**config.mk**
```make
export PLATFORM = sky130hd
export DESIGN_NAME = unidade_busca
export DESIGN_NICKNAME = d
export VERILOG_FILES = /design/src/rtl/unidade_busca_pkg.sv /design/src/rtl/unidade_busca_fifo.sv /design/src/rtl/unidade_busca.sv
export SDC_FILE = /design/constraint.sdc
export NUM_CORES = 1
export LEC_CHECK = 0
export CORE_MARGIN = 2
export CORE_UTILIZATION = 49
export CTS_CLUSTER_SIZE = 12
export DETAILED_ROUTE_END_ITERATION = 10
export HOLD_SLACK_MARGIN = 0.05
export PLACE_DENSITY = 0.79
export SLEW_MARGIN = 20
export SYNTH_ARGS = -nofsm -noshare
export SYNTH_HDL_FRONTEND = slang
export SYNTH_SLANG_ARGS = --single-unit
```
**constraint.sdc**
```tcl
create_clock -name clock -period 7.9 [get_ports clock]
set_clock_uncertainty 0.1 [all_clocks]
set_input_delay 1.58 -clock clock [delete_from_list [all_inputs] [get_ports clock]]
set_output_delay 1.58 -clock clock [all_outputs]
set_load 0.01 [all_outputs]
```
**src/rtl/unidade_busca_pkg.sv**
```systemverilog
`default_nettype none
// ============================================================================
//  Module  : unidade_busca_pkg
//  Purpose : Shared constants, the {pc, instr} entry layout and the fetch
//            address legality check used by the fetch unit.
//  Ports   : none (package)
//  Rev     : 1.0  initial release
// ============================================================================
package unidade_busca_pkg;

  localparam int          LARGURA_PALAVRA = 32;
  localparam int          BYTES_INSTR     = 4;
  localparam logic [31:0] PC_RESET_PADRAO = 32'h0000_0000;
  localparam int          LARGURA_ENTRADA = 2 * LARGURA_PALAVRA;  // {pc, instr}

  typedef struct packed {
    logic [LARGURA_PALAVRA-1:0] pc;
    logic [LARGURA_PALAVRA-1:0] instr;
  } entrada_t;

  // Misaligned or past the last ROM word; limite_bytes is 4*ROM words.
  function automatic logic endereco_ilegal(
    input logic [LARGURA_PALAVRA-1:0] endereco,
    input logic [LARGURA_PALAVRA-1:0] limite_bytes
  );
    return (endereco[1:0] != 2'b00) || (endereco >= limite_bytes);
  endfunction

endpackage : unidade_busca_pkg
`default_nettype wire

```
**src/rtl/unidade_busca_fifo.sv**
```systemverilog
`default_nettype none
// ============================================================================
//  Module  : fifo_busca
//  Purpose : Synchronous prefetch FIFO with flush. The head entry is read
//            straight from the storage flops, so it is visible the cycle
//            after a push into an empty FIFO and stays stable until popped.
//  Ports   : clock, reset   - clock and synchronous active-high reset
//            push_i, pop_i  - write / remove head (ignored when not possible)
//            flush_i        - discard all entries (overrides push/pop)
//            dado_i         - entry to push
//            dado_o         - head entry
//            cheio_o        - FIFO holds DEPTH entries
//            vazio_o        - FIFO holds no entries
//  Rev     : 1.0  initial release
// ============================================================================
module fifo_busca #(
  parameter int WIDTH = 64,
  parameter int DEPTH = 2
) (
  input  logic             clock,
  input  logic             reset,
  input  logic             push_i,
  input  logic             pop_i,
  input  logic             flush_i,
  input  logic [WIDTH-1:0] dado_i,
  output logic [WIDTH-1:0] dado_o,
  output logic             cheio_o,
  output logic             vazio_o
);

  localparam int PTR_W  = (DEPTH > 1) ? $clog2(DEPTH) : 1;
  localparam int CONT_W = $clog2(DEPTH) + 1;
  localparam logic [CONT_W-1:0] CONT_CHEIO = CONT_W'(DEPTH);

  logic [WIDTH-1:0]  mem_q [DEPTH];
  logic [PTR_W-1:0]  rd_ptr_q, rd_ptr_d;
  logic [PTR_W-1:0]  wr_ptr_q, wr_ptr_d;
  logic [CONT_W-1:0] cont_q,   cont_d;
  logic              pop_ok, push_ok;

  assign cheio_o = (cont_q == CONT_CHEIO);
  assign vazio_o = (cont_q == '0);
  assign dado_o  = mem_q[rd_ptr_q];

  // A push into a full FIFO is only possible when the head leaves that cycle.
  assign pop_ok  = pop_i & ~vazio_o;
  assign push_ok = push_i & (~cheio_o | pop_ok);

  // Pointers wrap naturally because DEPTH is a power of two.
  always_comb begin
    rd_ptr_d = rd_ptr_q;
    wr_ptr_d = wr_ptr_q;
    cont_d   = cont_q;
    if (flush_i) begin
      rd_ptr_d = '0;
      wr_ptr_d = '0;
      cont_d   = '0;
    end else begin
      if (push_ok) wr_ptr_d = wr_ptr_q + PTR_W'(1);
      if (pop_ok)  rd_ptr_d = rd_ptr_q + PTR_W'(1);
      case ({push_ok, pop_ok})
        2'b10:   cont_d = cont_q + CONT_W'(1);
        2'b01:   cont_d = cont_q - CONT_W'(1);
        default: cont_d = cont_q;
      endcase
    end
  end

  always_ff @(posedge clock) begin
    if (reset) begin
      for (int i = 0; i < DEPTH; i++) mem_q[i] <= '0;
      rd_ptr_q <= '0;
      wr_ptr_q <= '0;
      cont_q   <= '0;
    end else begin
      if (!flush_i && push_ok) mem_q[wr_ptr_q] <= dado_i;
      rd_ptr_q <= rd_ptr_d;
      wr_ptr_q <= wr_ptr_d;
      cont_q   <= cont_d;
    end
  end

endmodule : fifo_busca
`default_nettype wire

```
**src/rtl/unidade_busca.sv**
```systemverilog
`default_nettype none
// ============================================================================
//  Module  : unidade_busca
//  Purpose : Fetch controller. Owns the fetch PC, addresses the instruction
//            ROM, buffers {pc, instr} in a prefetch FIFO and presents the
//            head to decode over valid/ready. Redirects flush and refetch;
//            illegal fetch addresses raise a sticky error.
//  Ports   : clock, reset          - clock, synchronous active-high reset
//            endereco_PC    (out)  - byte address to the ROM (= fetch PC)
//            instrucao_in   (in)   - ROM word for endereco_PC, same cycle
//            desvio_valido  (in)   - redirect request
//            desvio_alvo    (in)   - redirect target byte address
//            instrucao_out  (out)  - instruction at FIFO head
//            pc_out         (out)  - byte address of instrucao_out
//            valido_out     (out)  - head valid
//            pronto_in      (in)   - decode accepts head
//            erro_endereco  (out)  - sticky illegal-address flag
//  Rev     : 1.0  initial release
// ============================================================================
module unidade_busca
  import unidade_busca_pkg::*;
#(
  parameter logic [31:0] PC_RESET        = PC_RESET_PADRAO,
  parameter int          FIFO_PROF       = 2,
  parameter int          MEMORIA_TAMANHO = 64
) (
  input  logic        clock,
  input  logic        reset,
  output logic [31:0] endereco_PC,
  input  logic [31:0] instrucao_in,
  input  logic        desvio_valido,
  input  logic [31:0] desvio_alvo,
  output logic [31:0] instrucao_out,
  output logic [31:0] pc_out,
  output logic        valido_out,
  input  logic        pronto_in,
  output logic        erro_endereco
);

  localparam logic [31:0] LIMITE_BYTES = 32'(BYTES_INSTR * MEMORIA_TAMANHO);

  logic [31:0] pc_busca_q, pc_busca_d;
  logic        erro_q,     erro_d;
  logic        pc_ilegal;
  logic        cheio, vazio;
  logic        pop, push, flush;
  entrada_t    entrada_in, entrada_head;

  assign endereco_PC   = pc_busca_q;
  assign erro_endereco = erro_q;
  assign pc_ilegal     = endereco_ilegal(pc_busca_q, LIMITE_BYTES);

  assign valido_out    = ~vazio;
  assign pop           = valido_out & pronto_in;
  assign push          = ~desvio_valido & ~erro_q & ~pc_ilegal & (~cheio | pop);
  // Once in error the unit is frozen; a redirect would otherwise also drop
  // entries that are still allowed to drain.
  assign flush         = desvio_valido & ~erro_q;

  assign entrada_in.pc    = pc_busca_q;
  assign entrada_in.instr = instrucao_in;
  assign pc_out           = entrada_head.pc;
  assign instrucao_out    = entrada_head.instr;

  always_comb begin
    pc_busca_d = pc_busca_q;
    erro_d     = erro_q;
    if (flush) begin
      pc_busca_d = desvio_alvo;
    end else if (push) begin
      pc_busca_d = pc_busca_q + 32'(BYTES_INSTR);
    end
    // The check looks at the current PC, so an illegal redirect target
    // raises the flag one cycle after the redirect.
    if (!desvio_valido && pc_ilegal) erro_d = 1'b1;
  end

  always_ff @(posedge clock) begin
    if (reset) begin
      pc_busca_q <= PC_RESET;
      erro_q     <= 1'b0;
    end else begin
      pc_busca_q <= pc_busca_d;
      erro_q     <= erro_d;
    end
  end

  fifo_busca #(
    .WIDTH (LARGURA_ENTRADA),
    .DEPTH (FIFO_PROF)
  ) u_fifo (
    .clock   (clock),
    .reset   (reset),
    .push_i  (push),
    .pop_i   (pop),
    .flush_i (flush),
    .dado_i  (entrada_in),
    .dado_o  (entrada_head),
    .cheio_o (cheio),
    .vazio_o (vazio)
  );

endmodule : unidade_busca
`default_nettype wire

```
==> impl_metrics.csv, run 1 <==
group,metric,value,unit
status,run_status,"complete, no violations",
drt,drt-met1-wl,5910,um
worst_setup_path,crit_cells,3,
final_timing,maxSlewHeadroom,42.6,%
logic_synthesis,synthDistinctLibCells,34,
die,die_area,0.0147,sq mm
final_layout,post-route-cell-area,0.00945,sq mm
drt,drc,0,
cts,h-tree-depth,4,
final_timing,fin_crit,4040,ps
die,die_width,121,um
worst_setup_path,r2r-start,"endereco_PC[20]",
drt,ant_nets,0,
final_layout,comb_area,0.00224,sq mm
worst_setup_path,worst_setup_path_end_kind,"primary output",
hold_path,holdPathStages,2,
cts,path_clk_slew,60,ps
final_timing,drv_slew,0,
run,cap_viol_max_count,0,
logic_synthesis,synth_cells,484,
global_route,met2_usage,32.1,%
hold_path,min_path_type,"flip-flop to flip-flop",
final_timing,fin_tns_setup,0,ps
drt,dr_wl_met3,1270,um
logic_synthesis,simple_gate_area_share,14.1,%
global_route,grt_busiest_layer,"met2",
place,io_buffers,165,
pwr,intPower,0.00165,W
final_layout,clkCellAreaFrac,6.88,%
final_timing,hold_viol_final,0,
final_layout,bufAreaShareNonClock,18.1,%
worst_setup_path,critPathTopFamily,"buffers and inverters",
logic_synthesis,synthAoiAreaFrac,3.37,%
pwr,p_clk_share,42.9,%
final_layout,largestClassByArea,"registers",
final_layout,seq_area,0.00461,sq mm
logic_synthesis,synth_area_per_cell,13.9,sq um
-- run 1: through the flow --
stage | instances | util [%] | hold slack (ps)
6_report | 889 | 70.8 | 377
5_1_grt | 889 | 70.8 | 400
4_1_cts | 888 | 70.7 | 380
3_5_place_dp | 856 | 65.8 | 368
3_3_place_gp | 855 | 65.7 | 358
2_1_floorplan | 535 | - | 392
-- run 1: layout by cell type (no fill, tap or decap), drive strengths merged, types with 9 or more instances in the layout --
cell             n
a21oi           26
and2            73
clkbuf          17
clkdlybuf4s50  165
conb            52
dfxtp           38
edfxtp         128
inv              9
mux2            64
nand2           54
nor2            11
nor4            13
-- run 1: synthesized netlist by cell type (all sizes together), types with 6 or more instances --
master | instances | area, sq um
xnor2 | 8 | 70.1
dfxtp | 38 | 761
inv | 6 | 22.5
nor2 | 11 | 41.3
clkbuf | 18 | 67.6
nand2 | 54 | 203
nor4 | 13 | 100
nor3 | 8 | 62.6
and2 | 73 | 457
a21oi | 26 | 130
mux2 | 64 | 721
edfxtp | 128 | 3840
buf | 7 | 35.0
-- run 1: sequential cells by signal (all words and copies together), names as in the netlist, named ones only --
signal / count
u_fifo.mem_q: 128
u_fifo.wr_ptr_q: 1
erro_endereco: 1
u_fifo.rd_ptr_q: 1
endereco_PC: 32
u_fifo.cont_q: 2
-- run 1: power groups by stage --
stage               combinational, W  sequential [W]  clock, W
finish                      0.000192         0.00100  0.000898
global route                0.000209         0.00101  0.000949
CTS                         0.000193         0.00100  0.000913
detailed placement          0.000191         0.00102         0
global placement            0.000190         0.00102         0
floorplan                  0.0000761         0.00103         0
-- run 1: worst min-delay path, cell delays in order (launching register included) --
cell and delay (ps):
dfxtp_1 320, nand2_1 60, a21oi_1 50
Figure 1. Signal wires by layer (run 1).
The bar under the picture is 20 um long. Two of the layers only.
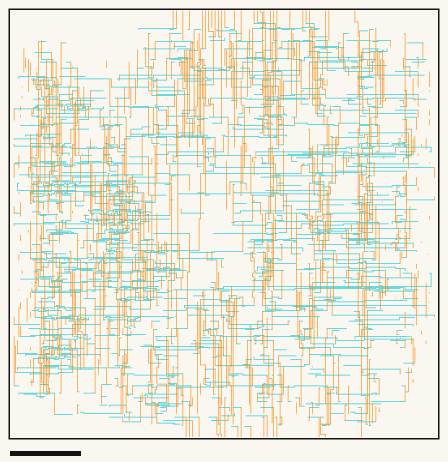
| colour | layer | wire length |
|---|---|---|
| cyan | metal 1 | 5910 um |
| orange | metal 2 | 6670 um |
Via Count: 4419
DR WL/cell: 15.8 um

Figure 2. Clock routing (run 1).
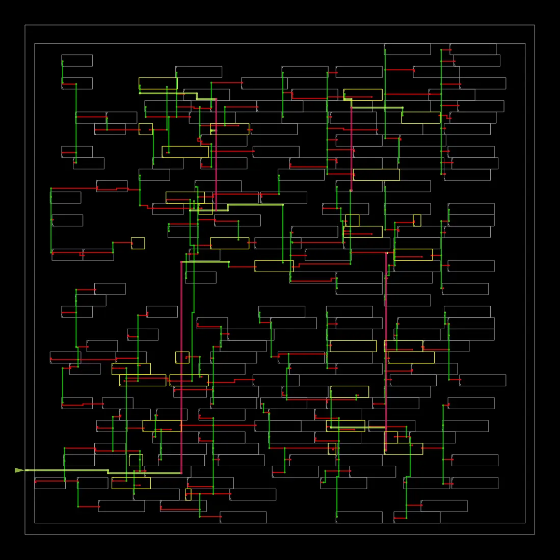
CTS Buf Count: 17
clk sink count: 166
flop count: 166
Latency at later pin: 420 ps

Figure 3. M3 wires (run 1).
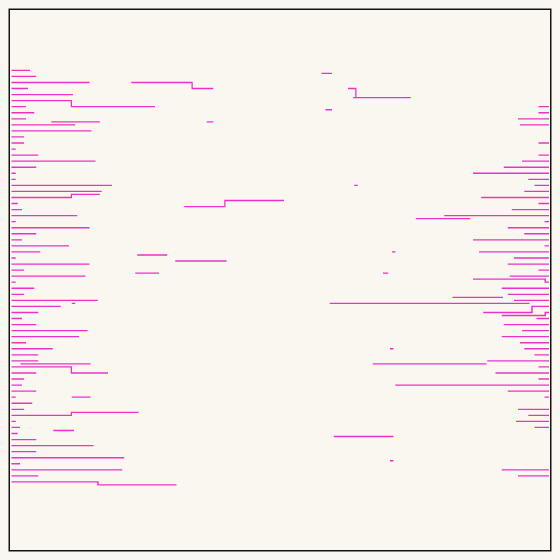
longest straight run: 44.6 um
share of all routed wire: 9.0%
main direction: horizontal
met3 Track Usage GR: 7.38%
drt total wl: 14000 um

## Run 2: what changed since run 1
--- a/config.mk
+++ b/config.mk
@@ -6,11 +6,11 @@
 export NUM_CORES = 1
 export LEC_CHECK = 0
 export CORE_MARGIN = 2
-export CORE_UTILIZATION = 49
+export CORE_UTILIZATION = 45
 export CTS_CLUSTER_SIZE = 12
 export DETAILED_ROUTE_END_ITERATION = 10
 export HOLD_SLACK_MARGIN = 0.05
-export PLACE_DENSITY = 0.79
+export PLACE_DENSITY = 0.77
 export SLEW_MARGIN = 20
 export SYNTH_ARGS = -nofsm -noshare
 export SYNTH_HDL_FRONTEND = slang
==> constraint.sdc (replaced) <==
create_clock -name clock -period 3.4 [get_ports clock]
set_clock_uncertainty 0.1 [all_clocks]
set_input_delay 0.68 -clock clock [delete_from_list [all_inputs] [get_ports clock]]
set_output_delay 0.68 -clock clock [all_outputs]
set_load 0.01 [all_outputs]
Figure 4. Floorplan with the power grid (run 2).
The bar under the picture is 50 um long. Pins as bars on the die edge.
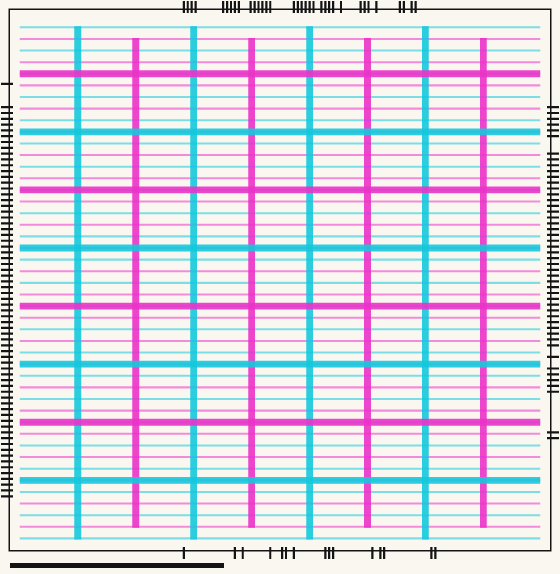
| colour | net |
|---|---|
| cyan | VSS |
| magenta | VDD |
rows: 44
met5 straps: 8
die y size: 126 um
Core ar.: 0.0146 sq mm
Die W: 126 um
Peak supply drop: 0.329 mV

==> impl_metrics.csv, run 2 <==
group,metric,value,unit
drt,drt-met1-wl,5630,um
drt,dr_wl_met3,1310,um
pwr,intPower,0.00375,W
pwr,powerClk,0.00194,W
worst_setup_path,crit_cells,3,
logic_synthesis,synthAoiAreaFrac,3.37,%
run,cap_viol_max_count,0,
cts,numCtsBuffers,17,
final_layout,final_common_cell,"clkdlybuf4s50_1",
final_timing,hold_slack,371,ps
logic_synthesis,top_cell,"edfxtp_1",
cts,numClockSinks,166,
drt,ant_nets,0,
pwr,seq-power,0.00233,W
logic_synthesis,ys_top_cells_by_count,"128 x edfxtp_1, 73 x and2_1, 64 x mux2_2",
worst_setup_path,r2r-start,"endereco_PC[10]",
drt,drc,0,
worst_setup_path,worst_setup_path_end_kind,"primary output",
final_layout,comb_area,0.00223,sq mm
pwr,maxPowerGroup,"sequential cells",
pwr,p_clk_share,41.0,%
logic_synthesis,synth_cells,484,
cts,h-tree-depth,4,
status,run_status,"complete, no violations",
final_layout,seq_area,0.00461,sq mm
worst_setup_path,critPathTopFamily,"buffers and inverters",
cts,path_clk_slew,60,ps
place,io_buffers,165,
final_layout,top_register,"u_fifo.mem_q",
[run 2: netlist changes by cell type in the layout (fill, tap and decap cells not counted), sizes merged]
| cell | before | now |
|---|---|---|
| inv | 9 | 6 |
| clkinv | 7 | 4 |
| clkbuf | 17 | 19 |
| bufinv | 5 | 4 |
| buf | 6 | 10 |
| clkinvlp | 0 | 3 |
[run 2: worst reg2reg max path, stage by stage (launching register included)]
cell	delay (ps)
dfxtp_1	340
nor4_2	320
nand4_1	250
or4_4	710
o21bai_4	180
buf_12	310
[run 2: area by class of cell]
type | count | area share [%]
inverter | 6 | 0.238
clock inverter | 11 | 1.68
sequential | 166 | 48.7
tap | 184 | 2.44
multi-input combinational | 338 | 23.6
clock buffer | 19 | 4.58
timing repair buffer | 175 | 18.7
[run 2: per-layer routing]
metal / GRT usage, % / vias to the layer above
met2: 30.4 / 178
li1: - / 2130
met4: 7.43 / 0
met1: 21.6 / 2109
met5: 0 / -
met3: 7.13 / 24
[run 2: worst min-delay path by stage]
stage	slack [ps]	end	depth (start not counted)	start
3_5_place_dp	370	endereco_PC[24]	2	endereco_PC[24]
2_1_floorplan	390	endereco_PC[24]	2	endereco_PC[24]
5_1_grt	400	endereco_PC[28]	2	endereco_PC[28]
4_1_cts	380	endereco_PC[26]	2	endereco_PC[26]
3_3_place_gp	360	endereco_PC[24]	2	endereco_PC[24]
6_report	370	endereco_PC[26]	2	endereco_PC[26]
[run 2: stage by stage]
step	power [W]	util, %	instance area, sq um	TNS (ps)
after floorplan	0.00255	-	6950	-51800
after global placement	0.00282	60.7	8860	0
after detailed placement	0.00283	60.7	8860	0
after CTS	0.00476	64.8	9450	0
after global routing	0.00490	64.8	9450	0
final	0.00472	64.8	9450	0
No activity file was given, so power comes from the tool's default toggle rates.
